Run 1, clock nets:
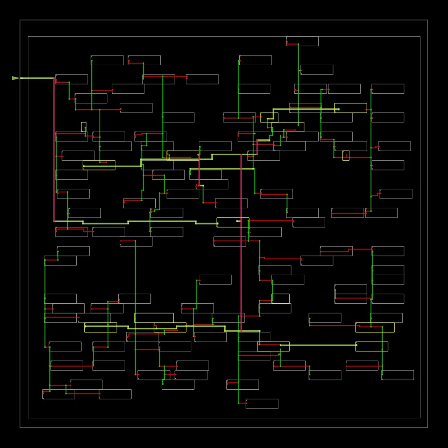
Run 1, ports around the boundary:
Pins as bars across the die edge, other pins in grey.
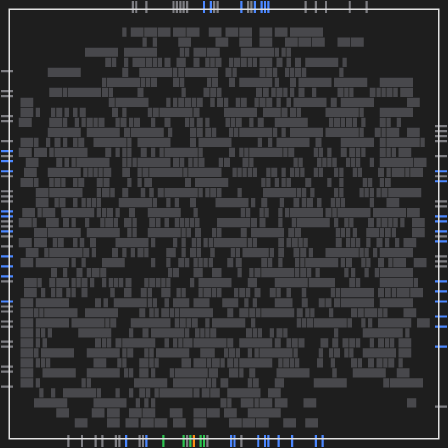
Run 1, clock wires, drivers and flops:
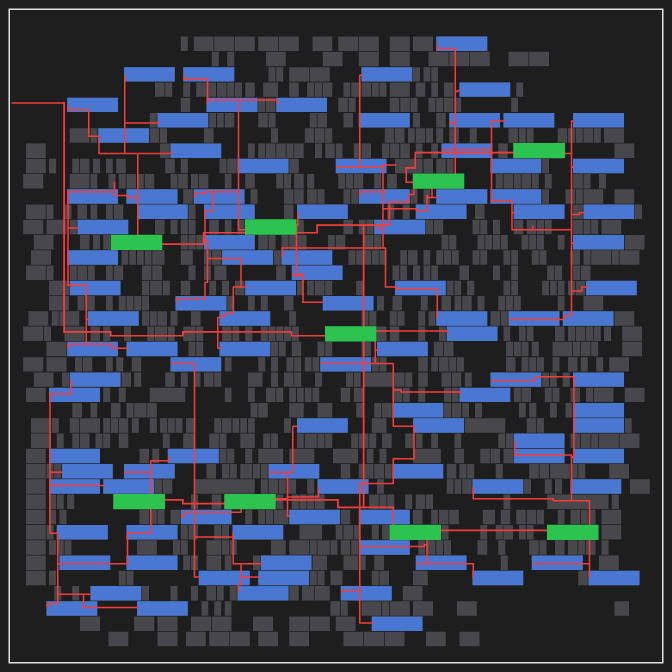
<file path="src/rtl/fractcam_pkg.sv">
// Shared types and sizing helpers for the FRACTCAM rule-update path.
package fractcam_pkg;

  typedef enum logic [1:0] {IDLE, WRITE, DONE} state_t;

  localparam int DEF_SUB   = 5;
  localparam int DEF_WIDTH = 40;

  // Number of LUTRAM sub-blocks needed to cover a key of the given width.
  function automatic int nb_of(input int width, input int sub);
    return (width + sub - 1) / sub;
  endfunction

endpackage

</file>
<file path="src/rtl/fractcam_subword_enc.sv">
// One sub-block's ternary match bit for a given LUTRAM sub-key address.
module fractcam_subword_enc #(
  parameter int SUB = 5
) (
  input  logic [SUB-1:0] c,
  input  logic [SUB-1:0] key_b,
  input  logic [SUB-1:0] mask_b,
  output logic           wbit
);

  assign wbit = ~|((c ^ key_b) & ~mask_b);

endmodule

</file>
<file path="src/rtl/fractcam_update_ctrl.sv">
// Rule-update sequencer: sweeps all 2^SUB sub-key addresses of one CAM entry.
// Build option FRACTCAM_INVALIDATE_EN adds upd_inv, which erases the entry instead.
module fractcam_update_ctrl
  import fractcam_pkg::*;
#(
  parameter int WIDTH  = DEF_WIDTH,
  parameter int SUB    = DEF_SUB,
  parameter int DEPTH  = 64,
  parameter int ADDR_W = 6,
  parameter int NB     = nb_of(WIDTH, SUB)
) (
  input  logic              clk,
  input  logic              reset,
  input  logic              upd_valid,
  output logic              upd_ready,
  input  logic [WIDTH-1:0]  upd_key,
  input  logic [WIDTH-1:0]  upd_mask,
  input  logic [ADDR_W-1:0] upd_entry,
`ifdef FRACTCAM_INVALIDATE_EN
  input  logic              upd_inv,
`endif
  output logic              wr_en,
  output logic [ADDR_W-1:0] wr_row,
  output logic [SUB-1:0]    wr_lut_addr,
  output logic [NB-1:0]     wr_data,
  output logic              search_stall,
  output logic              upd_done
);

  localparam int PW = NB * SUB;

  if (DEPTH > (1 << ADDR_W)) begin : g_bad_depth
    $error("ADDR_W too narrow for DEPTH");
  end

  state_t             state;
  logic [SUB-1:0]     c;
  logic [WIDTH-1:0]   key_q, mask_q;
  logic               inv_q;
  logic               inv_nxt;
  logic [SUB-1:0]     enc_c;
  logic [PW-1:0]      enc_key, enc_mask;
  logic [NB-1:0]      enc_bits;

  assign upd_ready   = (state == IDLE);
  assign wr_lut_addr = c;

  // Encoders look one step ahead so wr_data can be registered alongside c.
  always_comb begin
    enc_key  = '0;
    enc_mask = '1;
    if (state == IDLE) begin
      enc_c                = '0;
      enc_key[WIDTH-1:0]   = upd_key;
      enc_mask[WIDTH-1:0]  = upd_mask;
    end else begin
      enc_c                = c + SUB'(1);
      enc_key[WIDTH-1:0]   = key_q;
      enc_mask[WIDTH-1:0]  = mask_q;
    end
  end

`ifdef FRACTCAM_INVALIDATE_EN
  assign inv_nxt = (state == IDLE) ? upd_inv : inv_q;
`else
  assign inv_nxt = 1'b0;
`endif

  for (genvar b = 0; b < NB; b++) begin : g_enc
    fractcam_subword_enc #(.SUB(SUB)) u_enc (
      .c      (enc_c),
      .key_b  (enc_key[b*SUB +: SUB]),
      .mask_b (enc_mask[b*SUB +: SUB]),
      .wbit   (enc_bits[b])
    );
  end

  always_ff @(posedge clk or negedge reset) begin
    if (!reset) begin
      state        <= IDLE;
      c            <= '0;
      key_q        <= '0;
      mask_q       <= '0;
      inv_q        <= 1'b0;
      wr_en        <= 1'b0;
      wr_row       <= '0;
      wr_data      <= '0;
      search_stall <= 1'b0;
      upd_done     <= 1'b0;
    end else begin
      case (state)
        IDLE: begin
          if (upd_valid) begin
            state        <= WRITE;
            key_q        <= upd_key;
            mask_q       <= upd_mask;
            inv_q        <= inv_nxt;
            c            <= '0;
            wr_en        <= 1'b1;
            wr_row       <= upd_entry;
            wr_data      <= inv_nxt ? '0 : enc_bits;
            search_stall <= 1'b1;
          end
        end
        WRITE: begin
          if (c == '1) begin
            state    <= DONE;
            wr_en    <= 1'b0;
            wr_data  <= '0;
            upd_done <= 1'b1;
          end else begin
            c       <= c + SUB'(1);
            wr_data <= inv_nxt ? '0 : enc_bits;
          end
        end
        DONE: begin
          state        <= IDLE;
          upd_done     <= 1'b0;
          search_stall <= 1'b0;
        end
        default: state <= IDLE;
      endcase
    end
  end

endmodule

</file>
<file path="config.mk">
export PLATFORM = sky130hd
export DESIGN_NAME = fractcam_update_ctrl
export DESIGN_NICKNAME = d
export VERILOG_FILES = /design/src/rtl/fractcam_pkg.sv /design/src/rtl/fractcam_subword_enc.sv /design/src/rtl/fractcam_update_ctrl.sv
export SDC_FILE = /design/constraint.sdc
export NUM_CORES = 1
export LEC_CHECK = 0
export ABC_AREA = 1
export ABC_CLOCK_PERIOD_IN_PS = 2960
export CAP_MARGIN = 20
export CORE_MARGIN = 2
export CORE_UTILIZATION = 45
export CTS_CLUSTER_SIZE = 25
export DETAILED_ROUTE_END_ITERATION = 7
export GPL_TIMING_DRIVEN = 1
export PLACE_DENSITY = 0.71
export SLEW_MARGIN = 20
export SYNTH_ARGS = -nofsm -noshare
export SYNTH_HDL_FRONTEND = slang
export SYNTH_SLANG_ARGS = --single-unit
</file>
<file path="constraint.sdc">
create_clock -name clk -period 2.96 [get_ports clk]
set_input_delay 0.74 -clock clk [delete_from_list [all_inputs] [get_ports clk]]
set_output_delay 0.74 -clock clk [all_outputs]
set_load 0.05 [all_outputs]
</file>
==> run notes, run 1 <==
Figures from the implementation reports.

- The run finished with clean final reports.
- OpenROAD emitted warnings numbering 26.
- Once the clock tree was built, the resizer swapped 0 gates to a different size.
- The power spent charging and discharging nets is 3.83 mW.
- The total routing usage reported by global routing is 23.5%.
- The met1 track demand over resource is 31.8%.
- The maximum level of the CTS H-tree is 3.
- According to the report, the first pass of detailed routing completed in 5 iterations.
- The post-synthesis instance area reads 5660 sq um.
- met2 is the most crowded layer.
- The number of antenna-violating nets in the routed design reads 0.
- The maximum clock frequency is 0.412 GHz.
- The xor-xnor portion of the synthesized cell area reads 0%.
- The sequential area share after synthesis reads 45.9%.
- The predominant post-synthesis flop cell is dfrtp_1.
- The clock buffer count from CTS reads 9.
- Entering global routing, the biggest net connects 67 pins.
- The number of slew-limit violations in the final report reads 0.
- The remaining routing DRC violations is 0.
- The chip area line in the Yosys stat output reads 5660 sq um.
- The kind of launch point of the worst setup path is a register.
- The routed design could run at a clock period as short as 2430 ps.
- For reference, the top logic cell family by area is simple AND/OR/NAND/NOR gates.
- The number of cell instances after yosys synthesis is 822.
- The number of global-route vias before repair is 4,986.
- The power report shows net switching accounting for 46.5% of the total.
- The post-layout total power is 8.24 mW.
- The starting density of the core reads 46.6%.
- In this run the critical register-to-register path is captured at wr_data[6].
- dfrtp_1 takes more of the synthesized area than any other cell.
-- 'clock nets' (at the start) --
Insertion Delay late pin: 350 ps
worst clock skew on the final layout: 7.29 ps
clock sink count: 104

-- 'ports around the boundary' (at the start) --
Key: blue = `upd_key` [pins 40, direction input, edge 12 right, 11 bottom, 10 left, 7 top]; green = `wr_lut_addr` [pins 5, direction output, edge bottom]; orange = `upd_valid` [pins 1, direction input, edge bottom]
All pins by edge: 35 left, 28 bottom, 25 right, 24 top.
input/output buffers: 111
Die X-Extent: 116 microns
DIE HEIGHT: 116 microns

-- 'clock wires, drivers and flops' (at the start) --
Key: blue = flip-flops [count 104]; green = cells driving clock nets [count 9]; red = clock wires [length 1,310 microns]
Position of the flops: widely spread. There are 10 routed clock nets.
power consumed by the clock network: 1.30 mW
Clk pwr share: 15.7%

==> run 1: cell families after synthesis <==
family                   count (synthesis)
AND-OR/OR-AND                          132
adder cells (fa/ha/maj)                  2
buffers and inverters                  149
flip-flops                             104
AND/OR/NAND/NOR                        435
==> run 1: per-layer routing <==
| metal | routed length [microns] | vias to the layer above |
|---|---|---|
| met1 | 6960 | 2394 |
| met5 | 0 | - |
| li1 | - | 2743 |
| met3 | 925 | 21 |
| met2 | 6890 | 154 |
| met4 | 300 | 0 |
==> run 1: placed cells by master, fill, tap and decap left out, drive strengths merged <==
cell type / instances
bufinv: 2
ha: 2
o211ai: 1
dfrtp: 104
clkinv: 1
a21oi: 14
buf: 16
nand2: 295
inv: 107
or2: 1
nor2: 63
nand3: 67
o22ai: 2
clkbuf: 12
nand4: 8
o21ai: 115
nand3b: 1
clkdlybuf4s50: 109
==> run 1: layout make-up <==
| class | instances | area [sq um] |
|---|---|---|
| fill | 1149 | 4920 |
| tap | 168 | 210 |
| inverter | 107 | 402 |
| clock buffer | 12 | 256 |
| clock inverter | 3 | 65.1 |
| sequential | 104 | 2600 |
| timing repair buffer | 125 | 1240 |
| multi-input combinational | 569 | 2470 |
==> run 1: worst max path at each step <==
stage,to,startpoint,depth (start not counted)
6_report,wr_lut_addr[0],wr_lut_addr[0],1
5_1_grt,wr_lut_addr[0],wr_lut_addr[0],1
4_1_cts,wr_lut_addr[0],wr_lut_addr[0],1
3_5_place_dp,key_q[5],upd_valid,5
3_3_place_gp,mask_q[1],upd_valid,5
2_1_floorplan,wr_data[2],wr_lut_addr[0],14
==> run 1: metrics by stage <==
stage | hold WS (ps) | cells | instance area, sq um | setup WS [ps] | util [%]
after floorplan | 440 | 822 | 5660 | 542 | -
after global placement | 456 | 1073 | 6920 | 738 | 56.9
after detailed placement | 465 | 1073 | 6920 | 679 | 56.9
after CTS | 422 | 1088 | 7240 | 504 | 59.5
after global routing | 442 | 1088 | 7240 | 471 | 59.5
final | 400 | 1088 | 7240 | 531 | 59.5
==> run 1: power by group through the flow <==
| stage | clock (mW) | combinational [mW] | sequential (mW) |
|---|---|---|---|
| after detailed placement | 0 | 4.47 | 2.45 |
| after global placement | 0 | 4.40 | 2.45 |
| final | 1.30 | 4.50 | 2.44 |
| after global routing | 1.38 | 5.08 | 2.51 |
| after CTS | 1.33 | 4.49 | 2.44 |
| after floorplan | 0 | 2.82 | 2.78 |
==> run 1: state kept, by name, summed over array words and instances, names as in the netlist <==
register      count
wr_row            6
upd_done          1
wr_en             1
mask_q           40
key_q            40
state             2
wr_lut_addr       5
search_stall      1
wr_data           8
==> run 2: changes to the inputs <==
- ABC_CLOCK_PERIOD_IN_PS: 2960 -> 1990
- PLACE_DENSITY: 0.71 -> 0.74
- clock period: 2.96 -> 1.99 ns (I/O delays scaled with it)
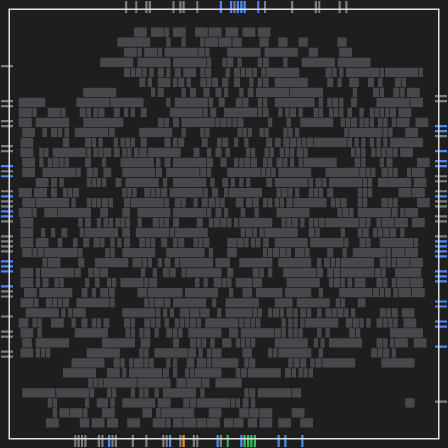
Run 2: ports around the boundary
Pins as bars across the die edge, other pins in grey.
Key: green = `wr_lut_addr` [pins 5, direction output, edge bottom]; blue = `upd_key` [pins 40, direction input, edge 18 right, 9 left, 7 bottom, 6 top]; orange = `upd_valid` [pins 1, direction input, edge bottom]

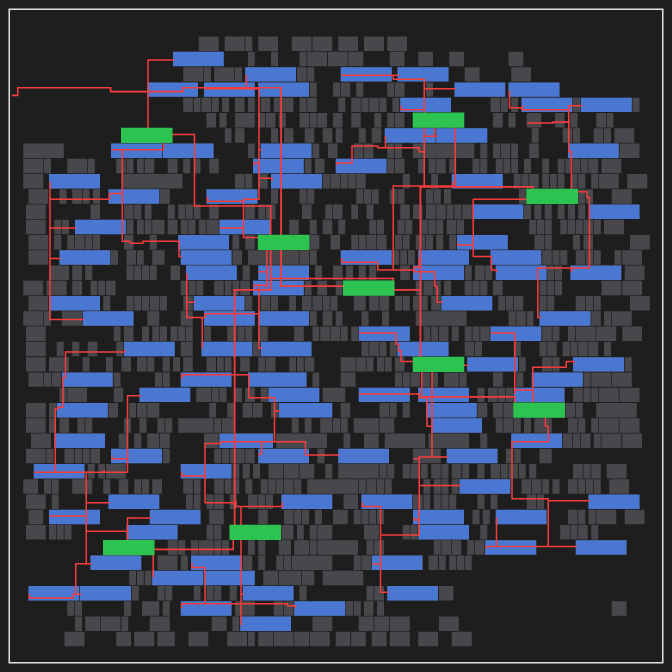
Run 2: clock wires, drivers and flops
Key: red = clock wires [length 1,340 microns]; green = cells driving clock nets [count 9]; blue = flip-flops [count 104]
There are 10 routed clock nets.

==> run 2 against run 1 <==
First-iteration DRC count rose by 13%. Largest power group unchanged. Sequential power is 49% higher. Final cell count grew 1.2%. Highest routed layer unchanged. Global-route usage grew 0.14 points. Power grew 54%. Routed wire length rose by 1.6%.
==> run notes, run 2 <==
Figures from the implementation reports.

- The run finished with clean final reports.
- The maximum level of the CTS H-tree reads 3.
- The post-synthesis instance area reads 5660 sq um.
- The final report gives the core utilization as 61.1%.
- The kind of launch point of the worst setup path is a register.
- The number of slew-limit violations in the final report is 0.
- The layout has 1,112 filler cells.
- The later pin in the worst-skew pair is clocked with a latency of 360 ps.
- Global routing consumed, over all layers together, 23.7% of the routing resources.
- The starting density of the core reads 46.6%.
- The top logic cell family in the synthesized netlist is simple AND/OR/NAND/NOR gates.
- The width of the die is 116 microns.
- The number of cell instances after yosys synthesis is 822.
- The worst clock skew reads 9.27 ps.
- The fraction of power consumed by the clock network is 15.4%.
- In the final layout, the registers with the most flip-flops are key_q x40, mask_q x40, wr_data x8.
- With fillers left out, the area of the finished cells amounts to 7430 sq um.
- The combined area of the multi-input logic cells is 2500 sq um.
- The net switching share of the total power is 46.0%.
- The pin count of the biggest net entering global routing is 83.
- The predominant post-synthesis flop cell reads dfrtp_1.
- Per the cell usage report, the commonest logic cell in the layout is nand2_1.
- The largest area contributor in the synthesized netlist is dfrtp_1.
- The total area of sequential cells is 2610 sq um.
- The number of antenna-violating nets in the routed design is 0.
- The clock buffer count from CTS reads 9.
- The power spent charging and discharging nets is 5.83 mW.
- The summed standard-cell area reported by yosys is 5660 sq um.
- The remaining routing DRC violations is 0.
[run 2: cell counts after synthesis]
No cell type changed its count.
[run 2: repair_timing]
action / in CTS / in global routing
gates cloned: 0 / 2
hold endpoints to repair: 0 / 0
endpoints found under the setup margin: 2 / 6
setup buffers: 0 / 2
pin swaps: 0 / 2
gates resized: 2 / 3
[run 2: per-layer routing]
metal / track usage (%) / part of all wire (%) / vias up
met5: 0 / 0 / -
met4: 8.17 / 2.0 / 0
met3: 4.41 / 6.1 / 21
met2: 35.5 / 44 / 177
met1: 34.6 / 48 / 2436
li1: - / - / 2768
[run 2: final cells by class]
| class | count | area share, % |
|---|---|---|
| Tap cell | 168 | 2.83 |
| Clock buffer | 12 | 3.32 |
| Clock inverter | 4 | 1.03 |
| Inverter | 107 | 5.40 |
| Sequential cell | 104 | 35.1 |
| Multi-Input combinational cell | 569 | 33.7 |
| Timing Repair Buffer | 137 | 18.6 |
[run 2: through the flow]
step / setup slack [ps] / std cells / hold slack [ps]
after global routing: 8.41 / 1101 / 142
after detailed placement: 110 / 1081 / 460
after floorplan: -23.5 / 822 / 202
after CTS: 23.7 / 1097 / 120
final: 106 / 1101 / 102
after global placement: 143 / 1081 / 457
[run 2: cells by family after synthesis]
logic type,Yosys count
simple gates,435
compound gates,132
buf+inv,149
flops,104
fa+ha+maj,2
[run 2: path summary, 6_finish.rpt]
check	from	end	slack (ps)	cells past startpoint
min in group clk	mask_q[30]	mask_q[30]	470	2
setup / recovery	state[1]	upd_ready	110	3
max in group asynchronous	reset	key_q[12]	1270	2
hold reg to reg	mask_q[30]	mask_q[30]	470	2
hold / removal	reset	key_q[25]	100	1
setup reg to reg	wr_lut_addr[1]	wr_data[6]	140	14
[run 2: power by group through the flow]
stage | Sequential [mW] | Clock, mW | Combinational (mW)
5_1_grt | 3.74 | 2.05 | 7.98
4_1_cts | 3.62 | 1.98 | 6.87
6_report | 3.63 | 1.95 | 7.08
2_1_floorplan | 4.16 | 0 | 4.26
3_5_place_dp | 3.65 | 0 | 6.87
3_3_place_gp | 3.63 | 0 | 6.74
[run 2: critical path: stages (launching register included)]
cell     delay, ps
dfrtp_1        430
nor2_4         220
buf_12         210
buf_12         160
Power and IR drop assume default switching activity.
